--- src/rtl/serial_cmp_pkg.sv ---
// Shared types for the serial pair-wise magnitude comparator.
package serial_cmp_pkg;

  typedef enum logic [1:0] {
    S_IDLE,
    S_RUN,
    S_DONE
  } state_e;

  localparam int PAIR_W = 2;

endpackage

--- src/rtl/serial_cmp_if.sv ---
// Start/operand/result bundle between a requester and serial_cmp.
interface serial_cmp_if #(
  parameter int WIDTH = 8
);
  logic             start;
  logic [WIDTH-1:0] a;
  logic [WIDTH-1:0] b;
  logic             busy;
  logic             done;
  logic             agtb;
  logic             aeqb;
  logic             altb;

  modport master (
    output start, a, b,
    input  busy, done, agtb, aeqb, altb
  );

  modport slave (
    input  start, a, b,
    output busy, done, agtb, aeqb, altb
  );
endinterface

--- src/rtl/serial_cmp_cmp2_slice.sv ---
// Combinational compare of one 2-bit operand pair.
module cmp2_slice
  import serial_cmp_pkg::*;
(
  input  logic [PAIR_W-1:0] a,
  input  logic [PAIR_W-1:0] b,
  output logic              gt,
  output logic              lt
);
  assign gt = (a > b);
  assign lt = (a < b);
endmodule

--- src/rtl/serial_cmp.sv ---
// Serial magnitude comparator, one 2-bit pair per cycle, MSB first.
// Define SERIAL_CMP_SIGNED_EN for two's-complement operands.
module serial_cmp
  import serial_cmp_pkg::*;
#(
  parameter int WIDTH = 8
) (
  input  logic         clk,
  input  logic         rst_n,
  serial_cmp_if.slave  bus
);
  localparam int NPAIR = WIDTH / PAIR_W;
  localparam int CNT_W = $clog2(NPAIR + 1);

  if (WIDTH < 2 || (WIDTH % 2) != 0) begin : g_bad_width
    $error("serial_cmp: WIDTH must be even and >= 2");
  end

  state_e           state_q, state_d;
  logic [WIDTH-1:0] a_sh_q, a_sh_d;
  logic [WIDTH-1:0] b_sh_q, b_sh_d;
  logic [CNT_W-1:0] cnt_q, cnt_d;
  logic             dec_q, dec_d;
  logic             gt_q, gt_d;
  logic             lt_q, lt_d;
  logic             agtb_q, agtb_d;
  logic             aeqb_q, aeqb_d;
  logic             altb_q, altb_d;
  logic [WIDTH-1:0] a_cap, b_cap;
  logic             p_gt, p_lt;

`ifdef SERIAL_CMP_SIGNED_EN
  // Flipping the sign bit maps two's complement onto unsigned order.
  assign a_cap = {~bus.a[WIDTH-1], bus.a[WIDTH-2:0]};
  assign b_cap = {~bus.b[WIDTH-1], bus.b[WIDTH-2:0]};
`else
  assign a_cap = bus.a;
  assign b_cap = bus.b;
`endif

  cmp2_slice u_slice (
    .a  (a_sh_q[WIDTH-1 -: PAIR_W]),
    .b  (b_sh_q[WIDTH-1 -: PAIR_W]),
    .gt (p_gt),
    .lt (p_lt)
  );

  always_comb begin
    state_d = state_q;
    a_sh_d  = a_sh_q;
    b_sh_d  = b_sh_q;
    cnt_d   = cnt_q;
    dec_d   = dec_q;
    gt_d    = gt_q;
    lt_d    = lt_q;
    agtb_d  = agtb_q;
    aeqb_d  = aeqb_q;
    altb_d  = altb_q;
    unique case (state_q)
      S_IDLE, S_DONE: begin
        if (bus.start) begin
          state_d = S_RUN;
          a_sh_d  = a_cap;
          b_sh_d  = b_cap;
          cnt_d   = CNT_W'(NPAIR);
          dec_d   = 1'b0;
          gt_d    = 1'b0;
          lt_d    = 1'b0;
        end else begin
          state_d = S_IDLE;
        end
      end
      S_RUN: begin
        a_sh_d = a_sh_q << PAIR_W;
        b_sh_d = b_sh_q << PAIR_W;
        cnt_d  = cnt_q - CNT_W'(1);
        if (!dec_q && (p_gt || p_lt)) begin
          dec_d = 1'b1;
          gt_d  = p_gt;
          lt_d  = p_lt;
        end
        // Last pair folds into the published result on this edge.
        if (cnt_q == CNT_W'(1)) begin
          state_d = S_DONE;
          agtb_d  = gt_d;
          altb_d  = lt_d;
          aeqb_d  = !dec_d;
        end
      end
      default: state_d = S_IDLE;
    endcase
  end

  always_ff @(posedge clk or negedge rst_n) begin
    if (!rst_n) begin
      state_q <= S_IDLE;
      a_sh_q  <= '0;
      b_sh_q  <= '0;
      cnt_q   <= '0;
      dec_q   <= 1'b0;
      gt_q    <= 1'b0;
      lt_q    <= 1'b0;
      agtb_q  <= 1'b0;
      aeqb_q  <= 1'b0;
      altb_q  <= 1'b0;
    end else begin
      state_q <= state_d;
      a_sh_q  <= a_sh_d;
      b_sh_q  <= b_sh_d;
      cnt_q   <= cnt_d;
      dec_q   <= dec_d;
      gt_q    <= gt_d;
      lt_q    <= lt_d;
      agtb_q  <= agtb_d;
      aeqb_q  <= aeqb_d;
      altb_q  <= altb_d;
    end
  end

  assign bus.busy = (state_q == S_RUN);
  assign bus.done = (state_q == S_DONE);
  assign bus.agtb = agtb_q;
  assign bus.aeqb = aeqb_q;
  assign bus.altb = altb_q;

endmodule

--- src/flat_wrapper.sv ---
// flat-port wrapper written by rule: the top's interface ports become plain ports
module serial_cmp_flat import serial_cmp_pkg::*;
#(
  parameter int WIDTH = 8
)
  (clk, rst_n, bus_start, bus_a, bus_b, bus_busy, bus_done, bus_agtb, bus_aeqb, bus_altb);
  serial_cmp_if #(.WIDTH(WIDTH)) bus_i ();
  input  logic clk;
  input  logic rst_n;
  input wire logic [$bits(bus_i.start)-1:0] bus_start;
  input wire logic [$bits(bus_i.a)-1:0] bus_a;
  input wire logic [$bits(bus_i.b)-1:0] bus_b;
  output wire logic [$bits(bus_i.busy)-1:0] bus_busy;
  output wire logic [$bits(bus_i.done)-1:0] bus_done;
  output wire logic [$bits(bus_i.agtb)-1:0] bus_agtb;
  output wire logic [$bits(bus_i.aeqb)-1:0] bus_aeqb;
  output wire logic [$bits(bus_i.altb)-1:0] bus_altb;
  assign bus_i.start = bus_start;
  assign bus_i.a = bus_a;
  assign bus_i.b = bus_b;
  assign bus_busy = bus_i.busy;
  assign bus_done = bus_i.done;
  assign bus_agtb = bus_i.agtb;
  assign bus_aeqb = bus_i.aeqb;
  assign bus_altb = bus_i.altb;
  serial_cmp #(.WIDTH(WIDTH)) u_core (.clk(clk), .rst_n(rst_n), .bus(bus_i));
endmodule
--- config.mk ---
export PLATFORM = sky130hd
export DESIGN_NAME = serial_cmp_flat
export DESIGN_NICKNAME = d
export VERILOG_FILES = /design/src/rtl/serial_cmp_pkg.sv /design/src/rtl/serial_cmp_if.sv /design/src/rtl/serial_cmp_cmp2_slice.sv /design/src/rtl/serial_cmp.sv /design/src/flat_wrapper.sv
export SDC_FILE = /design/constraint.sdc
export NUM_CORES = 1
export LEC_CHECK = 0
export CORE_UTILIZATION = 55
export CTS_CLUSTER_DIAMETER = 200
export DETAILED_ROUTE_END_ITERATION = 10
export PLACE_DENSITY_LB_ADDON = 0.15
export SETUP_SLACK_MARGIN = 0.02
export SLEW_MARGIN = 20
export SYNTH_ARGS = -nofsm -noshare
export SYNTH_HDL_FRONTEND = slang
export SYNTH_SLANG_ARGS = --single-unit
--- constraint.sdc ---
create_clock -name clk -period 4.9 [get_ports clk]
set_clock_uncertainty 0.1 [all_clocks]
set_input_delay 0.49 -clock clk [delete_from_list [all_inputs] [get_ports clk]]
set_output_delay 0.49 -clock clk [all_outputs]
set_load 0.05 [all_outputs]
Run 1, layout detail:
Window x 13 to 38, y 3 to 28 um. Cells in grey, sequential cells in the stronger grey; small squares are vias.
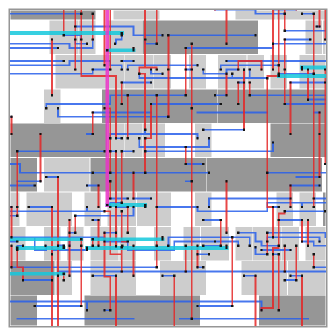
- M1: blue
- M3: cyan
- M4: magenta
- M2: red
- netlist names of flops here include: u_core.a_sh_q (4), u_core.b_sh_q (4)
- sequential cells in the window: 8
- cells with their middle in the window: 52
- most frequent: nand2_1 (14), nor2_1 (10), a31oi_1 (9)

Run 1, ports around the boundary:
(10 px per um) Pins as bars across the die edge, other pins in grey.
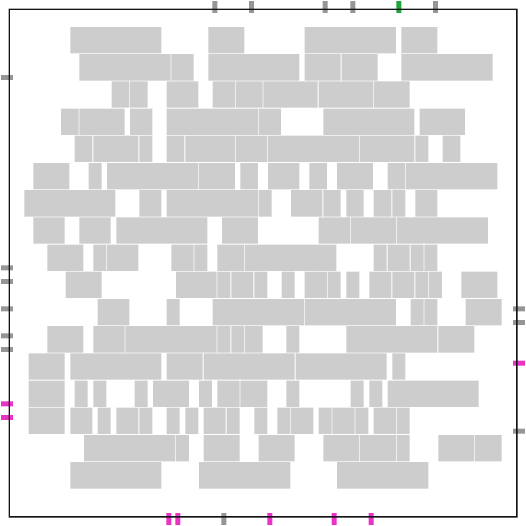
- bus_busy: green (pins 1; direction output; edge north)
- bus_a: magenta (pins 8; direction input; edge 5 south, 2 west, 1 east)
- all pins by edge: 8 west, 6 south, 6 north, 4 east
Chip Height: 50.6 um
die width: 50.6 um
Buffers on Ports: 23

Run 1, routing congestion map:
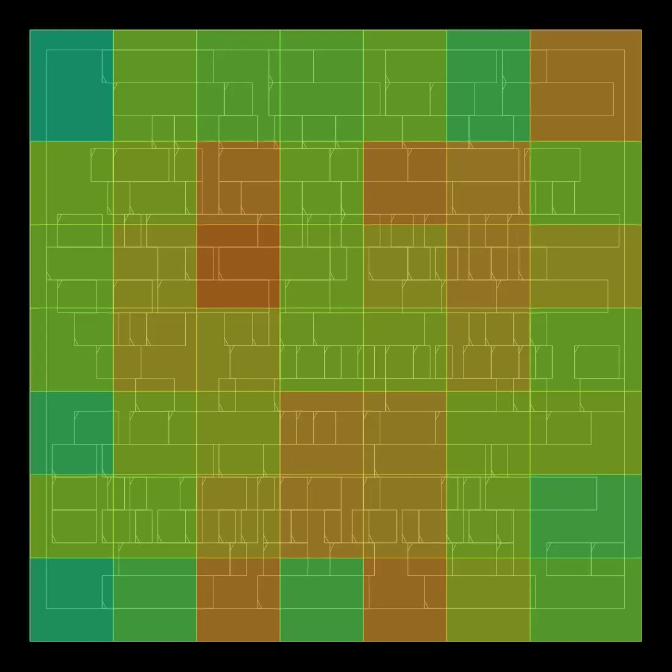
Util after Layout: 0.698
GRT Total Usage: 0.223

==> Slide: Implementation Results, run 1 <==
Implementation Results

Outcome
  – Outcome: finished, final reports clean

Flow run
  – OpenROAD warning count: 27

CTS
  – Worst-Skew Late Latency: 330 ps
  – Clock Sinks: 27
  – CTS Root Cell: clkbuf_4
  – Post-CTS Setup Bufs: 0
  – H-Tree Depth: 1
  – CTS buffer count: 3
  – Hold_buf cts: 0
  – CTS Buffer Depth: 2
  – Resize count post-CTS: 0

Floorplanning
  – Tapcells: 28
  – Rows: 17
  – Top-level I/O count: 24
  – Fp util: 0.588
  – DIE AREA: 2560 sq um

Final timing
  – Post-route minimum period: 2640 ps
  – Final setup viols: 0
  – Worst setup margin: 2260 ps
  – RSZ-0062 raised after global routing: no
  – Worst-Margin Slew: 708 ps
  – Final hold violations: 0
  – Tcrit/Tclk final: 0.539
  – Fmax: 378 MHz
  – Fin Hold WS: roughly 400 ps

GRT
  – Global-route wire length before repair: 4160 um
  – Vias in the first global route: 933
  – Total gr overflow: 0
  – Largest net degree at the start of global routing: 32
  – Initial antenna violation count: 0

Worst setup path
  – Slowest stage delay, CP: roughly 820 ps
  – FF-to-FF setup slack: 3190 ps
  – CP Launch Type: flop
  – Slowest cell on crit path: clkdlybuf4s50_1
  – Worst R2R End: u_core.lt_q
  – R2R depth: 3
  – Worst path required time: approximately 4300 ps
  – CP max FO: 31
  – CP delay by family, top: buffers and inverters
  – CP Depth: 3
  – Worst path bufs/invs: 2

Min path
  – Worst hold-check path type: primary input to async pin

Placed design
  – Placed inst area: around 1500 sq um
  – Placed cells: ~170
  – Final HPWL DP: 1720 um

Layout
  – Filler cells: ~180
  – Cell area after layout: 1540 sq um
  – Clock network contribution to total cell area: 0.0178
  – Layout cells sized above 1: 0.0867
  – Fin nets: 174
  – Inserted Diodes: 0
  – Buffering overhead: 0.154
  – Signal inverters: 6
  – Registers: 27
  – Final std cells w/o fill: 178
  – # clk buffers: 3
  – Flop share of the area: 0.438
  – Comb area share: 0.352

Power
  – Clk power: 0.100 mW
  – Flop+latch power: ~0.40 mW
  – Sequential share of power: 0.394
  – Sw frac: 0.438
  – Combinational power: 0.512 mW
  – Clock power share: 0.099
  – P_sw: 0.442 mW
  – Leak Pwr: 0.683 nW
  – Top pwr grp: combinational cells
  – Comb pwr share: 0.507
  – PD cells: 653 nW/um^2
  – Overall power: 1.01 mW
  – Worst VDD drop: around 420 uV

Synthesis
  – Max-area cell share: 0.520
  – Syn avg cell area: 10.0 sq um
  – Synthesized area: 1300 sq um
  – Chip Area, Yosys: 1300 sq um
  – Async SR Flop Fraction: 1.00
  – Mapped Cells: roughly 130
  – Synth flops: 27
  – Yosys top cell by area: dfrtp_1
  – Syn nets: 153
  – Count of cell types in the netlist: 28

Routing
  – Post-DR vias/cell: 5.65
  – Final antenna-violating net count: 0
  – DRC viols: 0
  – First DRT Iteration DRCs: 12
-- run 1: kinds of logic (layout without fill, tap and decap cells) --
group           count (synthesis)  count (layout)  share of synthesized area
buf+inv                        14              34                     0.0645
mux                             3               3                     0.0346
compound gates                 28              28                      0.150
fa+ha+maj                       4               4                     0.0385
flops                          27              27                      0.520
simple gates                   54              54                      0.192
-- run 1: registers in the layout (all words and copies together), names as in the netlist --
signal / count
u_core.a_sh_q: 8
u_core.b_sh_q: 8
u_core.bus.aeqb: 1
u_core.bus.agtb: 1
u_core.bus.altb: 1
u_core.cnt_q: 3
u_core.dec_q: 1
u_core.gt_q: 1
u_core.lt_q: 1
u_core.state_q: 2
-- run 1: Yosys cell counts (all sizes together), types with 2 or more instances --
cell type,count
dfrtp,27
nand2,25
nor2,14
a31oi,12
buf,7
inv,6
nor2b,5
a22o,4
ha,4
o21ai,4
mux2,3
nand3,3
nor3,3
a21oi,2
nand2b,2
o311ai,2
-- run 1: metal layers --
| metal | vias up | share of wire | global-route usage |
|---|---|---|---|
| met3 | 5 | 0.053 | 0.0273 |
| met4 | 0 | 0.018 | 0.111 |
| met5 | - | 0 | 0 |
| li1 | 485 | - | - |
| met1 | 481 | 0.47 | 0.309 |
| met2 | 35 | 0.46 | 0.347 |
-- run 1: placed cells by master (no fill, tap or decap), drive strengths merged, types with 2 or more instances in the layout --
cell type,synthesis,routed
mux2,3,3
nand3,3,3
inv,6,6
nand2b,2,2
a21oi,2,2
nor2,14,14
o311ai,2,2
clkbuf,1,3
o21ai,4,4
nor3,3,3
clkdlybuf4s50,0,23
nor2b,5,5
a31oi,12,12
ha,4,4
a22o,4,4
dfrtp,27,27
nand2,25,25
Run 1, gate-type map:
(6 px per um)
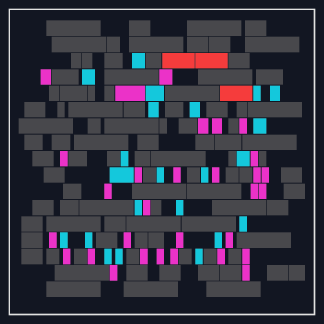

==> inputs of run 2 (changes only) <==
--- a/config.mk
+++ b/config.mk
@@ -5,7 +5,7 @@
 export SDC_FILE = /design/constraint.sdc
 export NUM_CORES = 1
 export LEC_CHECK = 0
-export CORE_UTILIZATION = 55
+export CORE_UTILIZATION = 51
 export CTS_CLUSTER_DIAMETER = 200
 export DETAILED_ROUTE_END_ITERATION = 10
 export PLACE_DENSITY_LB_ADDON = 0.15
==> constraint.sdc (replaced) <==
create_clock -name clk -period 2.66 [get_ports clk]
set_clock_uncertainty 0.1 [all_clocks]
set_input_delay 0.266 -clock clk [delete_from_list [all_inputs] [get_ports clk]]
set_output_delay 0.266 -clock clk [all_outputs]
set_load 0.05 [all_outputs]
Run 2, gate-type map:
(6 px per um)
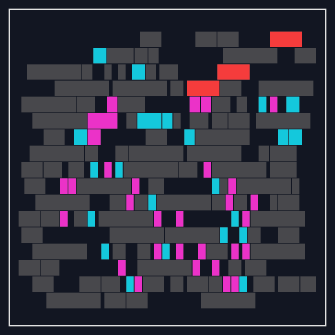
- mux cells: red (cells 3; most used mux2_4)
- nand cells: magenta (cells 30; most used nand2_1)
- nor cells: cyan (cells 22; most used nor2_1)
most numerous logic cell after layout: dfrtp_1
final std cells w/o fill: 179
Comb area share: 0.349

Run 2, layout detail:
Window x 14 to 39, y 3 to 28 um. Cells in grey, sequential cells in the stronger grey; small squares are vias.
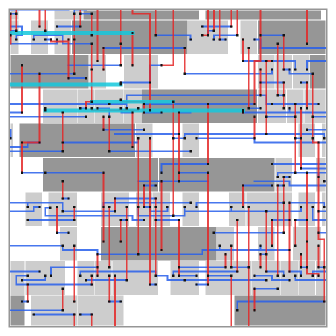
- M3: cyan
- M2: red
- M1: blue
- cells with their middle in the window: 56
- most frequent: nand2_1 (18), nor2_1 (11), dfrtp_1 (9)
- netlist names of flops here include: u_core.b_sh_q (5), u_core.a_sh_q (4)
- sequential cells in the window: 9

Run 2, where the registers sit:
(6 px per um)
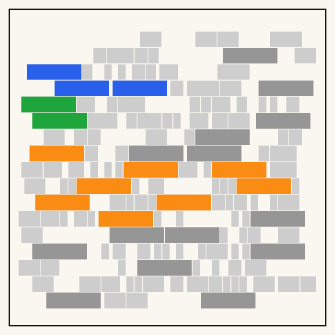
- u_core.b_sh_q: orange (flops 8)
- u_core.state_q: green (flops 2)
- u_core.cnt_q: blue (flops 3)
- not coloured: 14
flop share of the area: 0.437
sequential cell area: 676 sq um
Flop+latch power: 0.725 mW

==> run 2 against run 1 <==
Effect of this change: routed wire length is 3.9% lower; non-clock buffer count is 1 higher; final cell count is 0.56% higher; critical path depth stayed put; die area is 7.5% higher; first-iteration DRC count is 50% higher.
==> Slide: Implementation Results, run 2 <==
Implementation Results

Synthesis
  – Chip Area, Yosys: 1300 sq um (unchanged)
  – Top cells by count, synth: dfrtp_1 (27), nand2_1 (25), nor2_1 (13)
  – Syn avg cell area: 10.0 sq um (unchanged)
  – Yosys top cell by area: dfrtp_1
  – Synth flops: 27 (unchanged)
  – Async SR Flop Fraction: 1.00 (unchanged)
  – Synthesized area: 1300 sq um (unchanged)
  – Count of cell types in the netlist: 28 (unchanged)
  – Syn nets: 153 (unchanged)
  – Yosys top cell by instances: dfrtp_1
  – Max-area cell share: 0.520 (unchanged)
  – Mapped Cells: 130 (unchanged)

Placed design
  – Buffers on Ports: 23 (unchanged)
  – GP Congestion: 0.735
  – Final HPWL DP: 1710 um (-0.78%)
  – Place WS: 650 ps

Worst setup path
  – Kind of critical path: flop to output port
  – CP Launch Type: flop
  – CP max FO: 31 (unchanged)
  – Slowest stage delay, CP: 820 ps (about the same)
  – Worst path required time: 2290 ps (-2020 ps)
  – Slowest cell on crit path: clkdlybuf4s50_1
  – Worst path bufs/invs: 2 (unchanged)
  – FF-to-FF setup slack: 970 ps (-2220 ps)
  – CP delay by family, top: buffers and inverters

Power
  – Clock power share: 0.094 (-0.005)
  – P_sw: 0.790 mW (+79%)
  – PD cells: 1190 nW/um^2 (+82%)
  – Overall power: 1.84 mW (+82%)
  – Worst VDD drop: 862 uV (+110%)
  – Leak Pwr: 0.685 nW (+0.22%)
  – Sw frac: 0.430 (-0.00853)
  – Sequential share of power: 0.394 (about the same)
  – Comb pwr share: 0.512 (+0.005)

Routing
  – Routed via count: 1010
  – Post-DR vias/cell: 5.64 (-0.16%)
  – DRC viols: 0 (unchanged)
  – First DRT Iteration DRCs: 18 (+6)
  – Final antenna-violating net count: 0 (unchanged)

Final timing
  – Post-route minimum period: around 2400 ps
  – Tcrit/Tclk final: 0.887
  – Final setup viols: 0 (unchanged)
  – Worst setup margin: 300 ps (-1960 ps)
  – RSZ-0062 raised after global routing: no
  – Final hold violations: 0 (unchanged)
  – Fin Hold WS: 182 ps (-215 ps)
  – Fmax: 424 MHz
  – Worst-Margin Slew: 608 ps (-99.6 ps)

GRT
  – Global-route wire length before repair: 4320 um (+3.8%)
  – GRT Total Usage: 0.215 (-0.00821)
  – Initial antenna violation count: 0 (unchanged)
  – Vias in the first global route: 987 (+5.8%)
  – Largest net degree at the start of global routing: 32 (unchanged)
  – Total gr overflow: 0 (unchanged)

Floorplanning
  – Die width: 52.5 um (+3.7%)
  – Chip Height: 52.5 um (+3.7%)
  – Rows: 17 (unchanged)
  – Top-level I/O count: 24 (unchanged)
  – DIE AREA: 2750 sq um (+7.5%)
  – Placeable core area: 2300 sq um
  – Fp util: 0.566 (-0.0218)

Layout
  – Layout cells sized above 1: 0.0795 (-0.00720)
  – Inserted Diodes: 0 (unchanged)
  – Biggest regs: u_core.a_sh_q: 8 flops, u_core.b_sh_q: 8 flops, u_core.cnt_q: 3 flops
  – Top cells excl fill/tap: dfrtp_1 (27), nand2_1 (25), clkdlybuf4s50_1 (23)
  – Fin nets: 175 (+0.57%)

CTS
  – Hold_buf cts: 0 (unchanged)
  – CTS Root Cell: clkbuf_4
  – Post-CTS Setup Bufs: 0 (unchanged)
  – CTS buffer count: 3 (unchanged)
  – Resize count post-CTS: 0 (unchanged)
  – Clock Sinks: 27 (unchanged)
  – H-Tree Depth: 1 (unchanged)
  – Worst-Skew Late Latency: 330 ps (about the same)
  – CTS Buffer Depth: 2 (unchanged)

Min path
  – Worst hold-check path type: primary input to async pin

Outcome
  – Outcome: finished, final reports clean

Flow run
  – OpenROAD warning count: 27 (unchanged)
[run 2: cells by family after synthesis]
family                   share of synthesized area
multiplexers                                0.0346
adder cells (fa/ha/maj)                     0.0385
buffers and inverters                       0.0645
AND-OR/OR-AND                                0.150
flip-flops                                   0.520
AND/OR/NAND/NOR                              0.192
[run 2: worst paths after layout]
check / startpoint / endpoint / cells past startpoint
min in group clk: bus_a[6] / u_core.a_sh_q[6] / 3
setup reg to reg: u_core.b_sh_q[7] / u_core.bus.altb / 5
max in group asynchronous: rst_n / u_core.cnt_q[0] / 2
hold reg to reg: u_core.cnt_q[1] / u_core.cnt_q[1] / 1
hold / removal: rst_n / u_core.a_sh_q[7] / 2
setup / recovery: u_core.state_q[1] / bus_busy / 3
[run 2: through the flow]
step,area (sq um),cells,utilization
after floorplan,1300,130,-
after global placement,1520,175,0.662
after detailed placement,1520,175,0.662
after CTS,1550,179,0.674
after global routing,1550,179,0.674
final,1550,179,0.674
[run 2: per-layer routing]
metal / up-vias / track usage / wire length (um)
li1: 493 / - / -
met1: 485 / 0.281 / 1150
met2: 30 / 0.342 / 1100
met3: 2 / 0.0580 / 136
met4: 0 / 0.0746 / 17
met5: - / 0 / 0
[run 2: power by group through the flow]
| stage | sequential, mW | combinational [mW] | clock (mW) |
|---|---|---|---|
| floorplan | 0.778 | 0.688 | 0 |
| global placement | 0.721 | 0.917 | 0 |
| detailed placement | 0.730 | 0.948 | 0 |
| CTS | 0.722 | 0.955 | 0.182 |
| global route | 0.748 | 1.07 | 0.194 |
| finish | 0.725 | 0.942 | 0.172 |
[run 2: layout make-up]
class	instances	area [sq um]
Fill cell	189	749
Sequential cell	27	676
Multi-Input combinational cell	89	541
Timing Repair Buffer	25	245
Tap cell	28	35.0
Clock buffer	4	26.3
Inverter	6	25.0
Run 2, routing congestion map:
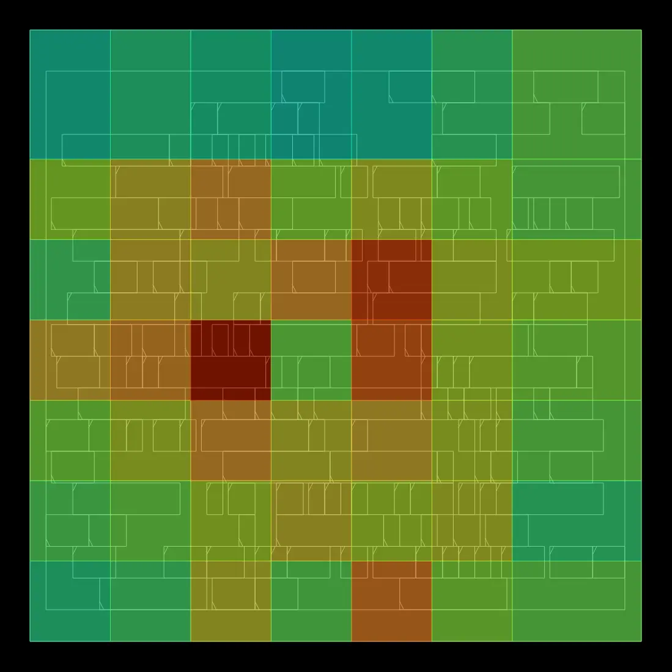

==> inputs of run 3 (changes only) <==
--- a/config.mk
+++ b/config.mk
@@ -8,7 +8,7 @@
 export CORE_UTILIZATION = 51
 export CTS_CLUSTER_DIAMETER = 200
 export DETAILED_ROUTE_END_ITERATION = 10
-export PLACE_DENSITY_LB_ADDON = 0.15
+export PLACE_DENSITY_LB_ADDON = 0.08
 export SETUP_SLACK_MARGIN = 0.02
 export SLEW_MARGIN = 20
 export SYNTH_ARGS = -nofsm -noshare
Run 3, routing congestion map:
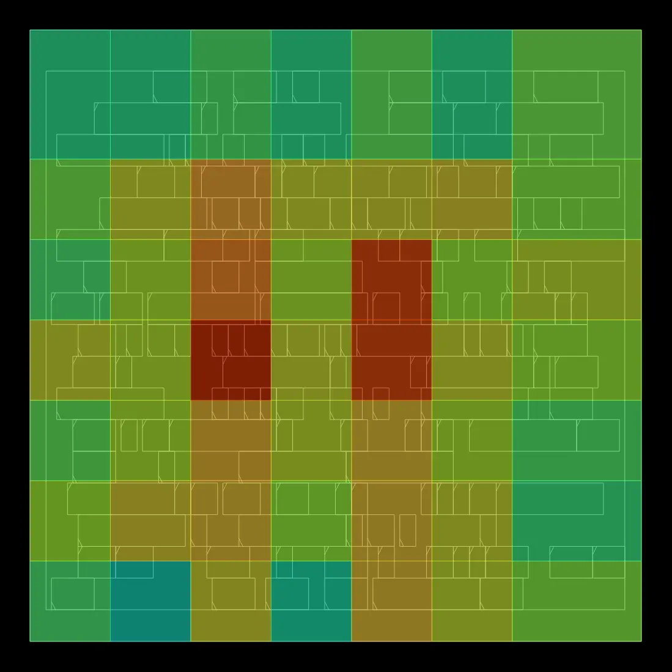
DR WL/cell: 13.5 um
GR Util met2: 0.338
Util after Layout: 0.674
met3 usage: 0.0261

Run 3, layout detail:
Window x 14 to 39, y 3 to 28 um. Cells in grey, sequential cells in the stronger grey; small squares are vias.
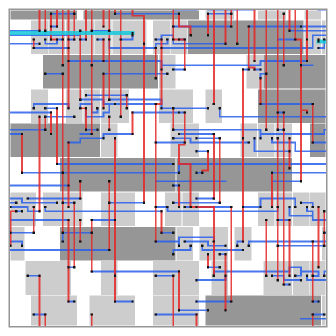
- M2: red
- M1: blue
- M3: cyan
- netlist names of flops here include: u_core.a_sh_q (6), u_core.b_sh_q (3)
- sequential cells in the window: 9
- most frequent: nand2_1 (18), nor2_1 (9), dfrtp_1 (9)
- cells with their middle in the window: 53

Run 3, where the registers sit:
(6 px per um)
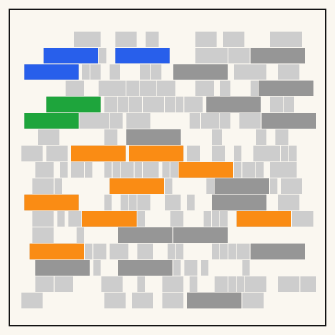
- u_core.cnt_q: blue (flops 3)
- u_core.b_sh_q: orange (flops 8)
- u_core.state_q: green (flops 2)
- not coloured: 14
Flop+latch power: 0.721 mW

==> run 3 against run 2 <==
Effect of this change: sequential power fell by 0.6%; first-iteration DRC count rose by 72%; die area did not move; worst hold slack improved by 14 ps; largest cell class unchanged; count of clock-buffer cells in the layout did not move; largest power group unchanged; worst setup slack got worse by 4.8 ps; synthesized cell count did not move; routed wire length rose by 0.37%; clock power barely moved; via count fell by 2.0%.
==> Slide: Implementation Results, run 3 <==
Implementation Results

Outcome
  – Outcome: finished, final reports clean

Layout
  – Sequential cell area: 676 sq um (unchanged)
  – Most numerous logic cell after layout: dfrtp_1
  – Fin nets: 175 (unchanged)
  – Top cells excl fill/tap: dfrtp_1 (27), nand2_1 (25), clkdlybuf4s50_1 (23)
  – Filler cells: 196 (+3.7%)
  – Inserted Diodes: 0 (unchanged)
  – Layout cells sized above 1: 0.0795 (unchanged)
  – Comb area: 541 sq um (unchanged)

CTS
  – Resize count post-CTS: 0 (unchanged)
  – CTS Root Cell: clkbuf_4
  – Clock Sinks: 27 (unchanged)
  – CTS Buffer Depth: 2 (unchanged)
  – Worst-Skew Late Latency: 320 ps (about the same)
  – Hold_buf cts: 0 (unchanged)
  – Clk slew on worst S/H paths: 140 ps
  – H-Tree Depth: 1 (unchanged)
  – CTS buffer count: 3 (unchanged)
  – Post-CTS Setup Bufs: 0 (unchanged)

Final timing
  – RSZ-0062 raised after global routing: no
  – Worst-Margin Slew: 564 ps (-43.9 ps)
  – Fmax: 423 MHz (-0.20%)
  – Final setup viols: 0 (unchanged)
  – Final hold violations: 0 (unchanged)
  – Post-route minimum period: 2370 ps (+4.79 ps)
  – Worst setup margin: 295 ps (-4.79 ps)
  – Tcrit/Tclk final: 0.889 (+0.00180)

Synthesis
  – Syn avg cell area: 10.0 sq um (unchanged)
  – XORs/XNORs by Area: 0 (unchanged)
  – Async SR Flop Fraction: 1.00 (unchanged)
  – Count of cell types in the netlist: 28 (unchanged)
  – Most used flip-flop cell after synthesis: dfrtp_1
  – Adder share: 0.0385 (unchanged)
  – Top cells by count, synth: dfrtp_1 (27), nand2_1 (25), nor2_1 (13)
  – Chip Area, Yosys: 1300 sq um (unchanged)
  – Yosys top cell by instances: dfrtp_1
  – Yosys top cell by area: dfrtp_1
  – Synth mux share: 0.0346 (unchanged)
  – Simple Share, Synth: 0.192 (unchanged)
  – Synthesized area: 1300 sq um (unchanged)
  – Max-area cell share: 0.520 (unchanged)
  – Yosys aoi share: 0.150 (unchanged)
  – Mapped Cells: 130 (unchanged)
  – Synth flops: 27 (unchanged)
  – Main logic family after synthesis: simple AND/OR/NAND/NOR gates
  – Syn nets: 153 (unchanged)
  – Post-synth seq share: 0.520

Power
  – PD cells: 1190 nW/um^2 (about the same)
  – Worst VDD drop: 726 uV (-16%)
  – Leak Pwr: 0.685 nW (unchanged)

Worst setup path
  – Worst path required time: 2290 ps (about the same)
  – R2R depth: 5 (unchanged)
  – Worst setup endpoint: bus_busy
  – CP Launch Type: flop
  – CP Data Arrival Time: 2000 ps
  – Crit path from: u_core.state_q[1]
  – Worst R2R End: u_core.bus.agtb
  – FF-to-FF setup slack: 1000 ps (+30 ps)
  – Critical R2R Launch: u_core.b_sh_q[7]
  – Kind of critical path: flop to output port
  – CP max FO: 31 (unchanged)

Placed design
  – Buffers on Ports: 23 (unchanged)
  – GP Congestion: 0.709 (-3.6%)
  – Place WS: 661 ps (+11.7 ps)
  – Final HPWL DP: 1720 um (+0.49%)

Floorplanning
  – Die width: 52.5 um (unchanged)
  – Top-level I/O count: 24 (unchanged)
  – Placeable core area: 2300 sq um (unchanged)
  – Rows: 17 (unchanged)
  – DIE AREA: 2750 sq um (unchanged)
  – Chip Height: 52.5 um (unchanged)
  – Fp util: 0.566 (unchanged)

GRT
  – Initial antenna violation count: 0 (unchanged)
  – Global-route wire length before repair: 4350 um (+0.65%)
  – Vias in the first global route: 1000 (+1.3%)
  – Largest net degree at the start of global routing: 32 (unchanged)
  – Total gr overflow: 0 (unchanged)
  – GRT Total Usage: 0.217 (+0.00158)

Routing
  – Initial DRT Pass Iterations: 4
  – First DRT Iteration DRCs: 31 (+13)
  – Post-DR vias/cell: 5.53 (-2.0%)
  – Met1 WL: 1190 um (+2.9%)
  – Met3 wire len: 83 um (-39%)
  – Routed via count: 990 (-2.0%)
  – DRC viols: 0 (unchanged)
  – Final antenna-violating net count: 0 (unchanged)
  – Met2 routed WL: 1130 um (+2.5%)
  – Highest metal used: met4

Min path
  – Worst hold-check path type: primary input to async pin
[run 3: cell counts after synthesis]
No cell type changed its count.
[run 3: power by group]
part	internal [mW]	switching, mW	total [mW]
Combinational	0.390	0.556	0.945
Sequential	0.601	0.120	0.721
Clock	0.0586	0.115	0.174
Total	1.05	0.791	1.84
[run 3: layer usage]
metal,GRT usage,vias up
met1,0.301,477
met2,0.338,17
met3,0.0261,2
met5,0,-
met4,0.0965,0
li1,-,494
[run 3: worst max-delay path, cell delays in order, from the launching register on]
cell and delay, ps:
dfrtp_1 400, nand2b_4 290, inv_4 180, clkdlybuf4s50_1 820
[run 3: through the flow]
stage / cell area, sq um / power, mW / hold slack [ps] / instances / utilization
6_report: 1550 / 1.84 / 196 / 179 / 0.674
5_1_grt: 1550 / 2.01 / 238 / 179 / 0.674
4_1_cts: 1550 / 1.86 / 198 / 179 / 0.674
3_5_place_dp: 1520 / 1.68 / 377 / 175 / 0.662
3_3_place_gp: 1520 / 1.64 / 383 / 175 / 0.662
2_1_floorplan: 1300 / 1.47 / -130 / 130 / -
[run 3: logic make-up after synthesis]
kind of cell             count (synthesis)
AND-OR/OR-AND                           28
adder cells (fa/ha/maj)                  4
buffers and inverters                   14
flip-flops                              27
multiplexers                             3
AND/OR/NAND/NOR                         54
[run 3: final cells by class]
class / instances / share of cell area
multi-input combinational: 89 / 0.349
inverter: 6 / 0.0162
sequential: 27 / 0.437
timing repair buffer: 25 / 0.158
clock buffer: 4 / 0.0170
tap: 28 / 0.0226
Power figures rest on the tool's default switching activity, not on a simulated workload.
